Sequential cells grouped by signal name:
Scale: 3 px per µm.
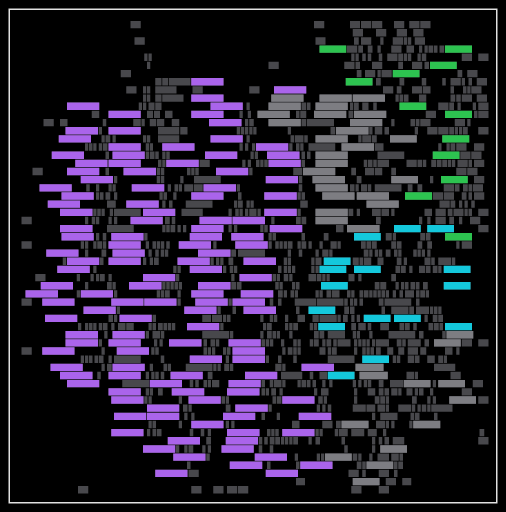
Cell outlines without signal wires:
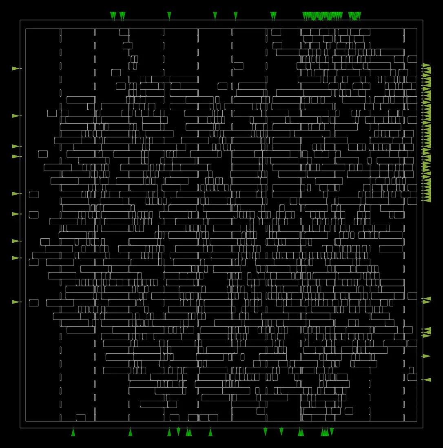
Placed cells, one color a class:
Scale: 1.5 px per µm.
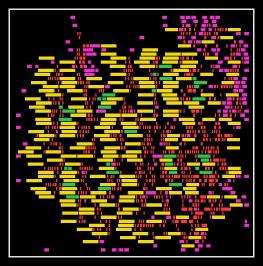
--- config.mk ---
export PLATFORM = sky130hd
export DESIGN_NAME = note_sequencer
export DESIGN_NICKNAME = d
export VERILOG_FILES = /design/src/rtl/note_sequencer.sv
export SDC_FILE = /design/constraint.sdc
export NUM_CORES = 1
export LEC_CHECK = 0
export ABC_AREA = 1
export CAP_MARGIN = 20
export CORE_AREA = 2 2 160 162
export DETAILED_ROUTE_END_ITERATION = 8
export DIE_AREA = 0 0 162 164
export HOLD_SLACK_MARGIN = 0.15
export PLACE_DENSITY = 0.58
export SYNTH_ARGS = -nofsm -noshare
export SYNTH_HDL_FRONTEND = slang
export SYNTH_SLANG_ARGS = --single-unit
--- constraint.sdc ---
create_clock -name clk_i -period 2.21 [get_ports clk_i]
set_clock_uncertainty 0.15 [all_clocks]
set_input_delay 0.3315 -clock clk_i [delete_from_list [all_inputs] [get_ports clk_i]]
set_output_delay 0.3315 -clock clk_i [all_outputs]
set_load 0.02 [all_outputs]
--- src/rtl/note_sequencer.sv ---
// note_sequencer: steps through a programmable note table, gating one of a bank of tone generators
// per step and muxing its sample into a registered stream. Define SEQ_GAP_EN for a silent tick between notes.
module note_sequencer #(
    parameter int num_notes_p = 4,
    parameter int steps_p     = 8,
    parameter int width_p     = 12,
    parameter int dur_width_p = 16
) (
    input  logic                               clk_i,
    input  logic                               reset_ni,
    input  logic                               sample_tick_i,
    input  logic                               start_i,
    input  logic                               stop_i,
    input  logic                               loop_i,
    input  logic [$clog2(steps_p+1)-1:0]       len_i,
    input  logic                               cfg_we_i,
    input  logic [$clog2(steps_p)-1:0]         cfg_addr_i,
    input  logic [$clog2(num_notes_p)-1:0]     cfg_note_i,
    input  logic                               cfg_rest_i,
    input  logic [dur_width_p-1:0]             cfg_dur_i,
    input  logic [num_notes_p*width_p-1:0]     data_i,
    output logic [$clog2(num_notes_p)-1:0]     note_sel_o,
    output logic                               gate_o,
    output logic                               osc_reset_o,
    output logic [$clog2(steps_p)-1:0]         step_o,
    output logic                               busy_o,
    output logic                               done_o,
    output logic signed [width_p-1:0]          data_o,
    output logic                               valid_o
);
    localparam int NoteW = $clog2(num_notes_p);
    localparam int StepW = $clog2(steps_p);
    localparam int LenW  = $clog2(steps_p + 1);

    typedef enum logic [1:0] {ST_IDLE, ST_FETCH, ST_PLAY, ST_GAP} state_t;

    state_t                   r_state;
    logic [LenW-1:0]          r_len;
    logic [StepW-1:0]         r_step;
    logic [NoteW-1:0]         r_note;
    logic                     r_rest;
    logic [dur_width_p-1:0]   r_cnt;
    logic                     r_done;
    logic                     r_osc_rst;
    logic signed [width_p-1:0] r_data;
    logic                     r_valid;

    logic [NoteW-1:0]         r_tbl_note [steps_p];
    logic                     r_tbl_rest [steps_p];
    logic [dur_width_p-1:0]   r_tbl_dur  [steps_p];

    logic                     w_gate;
    logic                     w_last;
    logic                     w_decide;
    logic signed [width_p-1:0] w_sample;

    // NOTE: the pattern table is plain storage with no reset; its contents are undefined until written.
    always_ff @(posedge clk_i) begin
        if (cfg_we_i) begin
            r_tbl_note[cfg_addr_i] <= cfg_note_i;
            r_tbl_rest[cfg_addr_i] <= cfg_rest_i;
            r_tbl_dur[cfg_addr_i]  <= cfg_dur_i;
        end
    end

    assign w_gate = (r_state == ST_PLAY) && !r_rest;
    assign w_last = (LenW'(r_step) == r_len - 1'b1);

    // The end-of-step decision happens on the GAP tick, or directly on the final PLAY tick when legato.
`ifdef SEQ_GAP_EN
    assign w_decide = sample_tick_i && (r_state == ST_GAP);
`else
    assign w_decide = sample_tick_i && (r_state == ST_PLAY) && (r_cnt == dur_width_p'(1));
`endif

    // NOTE: sequential state uses non-blocking assignments so every register sees pre-edge values;
    // this is also why a FETCH coinciding with a write to the same address returns the old entry.
    always_ff @(posedge clk_i or negedge reset_ni) begin
        if (!reset_ni) begin
            r_state   <= ST_IDLE;
            r_len     <= '0;
            r_step    <= '0;
            r_note    <= '0;
            r_rest    <= 1'b0;
            r_cnt     <= '0;
            r_done    <= 1'b0;
            r_osc_rst <= 1'b0;
        end else begin
            r_done    <= 1'b0;
            r_osc_rst <= 1'b0;
            if (stop_i && (r_state != ST_IDLE)) begin
                r_state <= ST_IDLE;
            end else if (w_decide) begin
                if (w_last && !loop_i) begin
                    r_state <= ST_IDLE;
                    r_done  <= 1'b1;
                end else begin
                    r_state   <= ST_FETCH;
                    r_osc_rst <= 1'b1;
                    r_step    <= w_last ? '0 : r_step + 1'b1;
                end
            end else begin
                case (r_state)
                    ST_IDLE: begin
                        if (start_i && !stop_i && (len_i != '0)) begin
                            r_len     <= len_i;
                            r_step    <= '0;
                            r_state   <= ST_FETCH;
                            r_osc_rst <= 1'b1;
                        end
                    end
                    ST_FETCH: begin
                        r_note  <= r_tbl_note[r_step];
                        r_rest  <= r_tbl_rest[r_step];
                        r_cnt   <= (r_tbl_dur[r_step] == '0) ? dur_width_p'(1) : r_tbl_dur[r_step];
                        r_state <= ST_PLAY;
                    end
                    ST_PLAY: begin
                        if (sample_tick_i) begin
                            r_cnt <= r_cnt - 1'b1;
`ifdef SEQ_GAP_EN
                            if (r_cnt == dur_width_p'(1)) r_state <= ST_GAP;
`endif
                        end
                    end
                    default: ;
                endcase
            end
        end
    end

    assign w_sample = data_i[r_note*width_p +: width_p];

    always_ff @(posedge clk_i or negedge reset_ni) begin
        if (!reset_ni) begin
            r_data  <= '0;
            r_valid <= 1'b0;
        end else begin
            r_data  <= w_gate ? w_sample : '0;
            r_valid <= sample_tick_i;
        end
    end

    assign note_sel_o  = r_note;
    assign gate_o      = w_gate;
    assign osc_reset_o = r_osc_rst;
    assign step_o      = r_step;
    assign busy_o      = (r_state != ST_IDLE);
    assign done_o      = r_done;
    assign data_o      = r_data;
    assign valid_o     = r_valid;

endmodule

==> metrics.yaml <==
synthCells: 987
nFillCells: 2376
cts_resized: 4
p_leak_uw: 0.00472
vias: 6645
grt_use_total_pct: 16.7
netlist_area_um2: 9110
power_clock_uw: 2960
synthDistinctLibCells: 37
detail_route.wl_per_cell_um: 14.7
fin_crit_ns: 2.11
synthTopCellsByArea: "edfxtp_1, nand2_1, dfrtp_1"
ys_sh_xor_pct: 0.481
max_freq_mhz: 473
antenna_found_initial: 1
cp.depth: 4
io_buffers: 102
combPwrFrac_pct: 25.3
p_comb_uw: 2580
drcViolationCount: 0
finalMaxSlewViolations: 0
cts_buffer_depth: 2
worst_path_max_delay_cell: "dfrtp_1"
yosys_warnings: 0
clkPwrFrac_pct: 29.1
startpoint: "r_state[0]"
switching_share_pct: 32.6
flop_cell: "edfxtp_1"
yosys_cells: 987
warnings: 27
ys_sh_simple_pct: 22.7
htreeDepth: 4
hold_buffers: 1
finalNetCount: 1191
drtAntennaViolNets: 0
die_area_um2: 26600
setup_tns_ns: 0
worst_pin_slew_ns: 0.524
via_per_inst: 4.59
clock_sinks: 195
drtPass1Iterations: 5
p_int_uw: 6860
rsz0062_at_grt: "no"
grt.met2_usage_pct: 28.4
met2WireLength_mm: 10.5
clk_pin_slew_ns: 0.08
hold_class: "in -> async"
die_h_um: 164
hpwl_mm: 14.2
status: "finished clean"
syn_area_per_cell_um2: 9.23
grt_max_degree: 63
clkLatencyLatePin_ns: 0.44
worst-endpoint-required_ns: 1.73
use_met1_pct: 21.8
clockRootBuffer: "clkbuf_16"
initial_core_util_pct: 36.7
reg.largest.list: "r_tbl_dur (128), r_cnt (16), r_tbl_note (16)"
cp_slowest_stage_delay_ns: 0.46
power_density_nw_per_um2: 899
crit_type: "reg -> out"
top_register: "r_tbl_dur"
syn_to_final_growth_pct: 24.4
slew-limit-headroom_pct: 65.0
aoi_share_pct: 7.03
yosysTopAreaCell: "edfxtp_1"
rr_worst_depth: 10
drt-total-wl_mm: 21.3
worstPathMaxFanout: 4
fp_nets: 1072
timing.final.crit_share_pct: 95.6
crit_path_cell_trace: "nor2_8, inv_2, nor2_1, clkdlybuf4s15_1"
grt_pass1_vias: 6421
ir_drop_mv: 0.394
routabilityCongestion: 0.784
numCtsBuffers: 17
crit_path_end_kind: "output port"
About 'sequential cells grouped by signal name':
[data_o] green | sequential cells: 12 | where: upper right
[r_tbl_dur] purple | sequential cells: 128
[r_cnt] cyan | sequential cells: 16 | where: middle right
not colored: 39
register area: 5640 µm²
Flop+latch power: 4640 µW
fin util: 45.7%
sequential share of cell area: 49.8%

About 'cell outlines without signal wires':
Tap Count: 330
# rows: 58
CORE AREA: 24800 µm²

About 'placed cells, one color a class':
[clock drivers and dummy loads] green | cells: 31
[flip-flops] yellow | cells: 195
[other buffers and delay cells] magenta | cells: 141
[all other logic] red | cells: 751

## through the flow
| stage | hold WS, ns | power (µW) | setup slack (ns) | std cells | util, % |
|---|---|---|---|---|---|
| after global placement | 0.195 | 7310 | 0.104 | 1415 | 43.3 |
| after global routing | 0.278 | 10800 | 0.00978 | 1448 | 45.7 |
| final | 0.245 | 10200 | 0.0973 | 1448 | 45.7 |
| after CTS | 0.260 | 10300 | 0.0165 | 1448 | 45.6 |
| after floorplan | -0.114 | 6380 | 0.357 | 987 | - |
| after detailed placement | 0.199 | 7320 | 0.0586 | 1415 | 43.3 |
## final cells by class
cell class | count | share of cell area (%)
sequential | 195 | 49.8
multi-input combinational | 634 | 25.1
timing repair buffer | 141 | 12.5
inverter | 117 | 3.92
clock buffer | 17 | 3.75
tap | 330 | 3.64
clock inverter | 14 | 1.28
Power figures rest on the tool's default switching activity, not on a simulated workload.
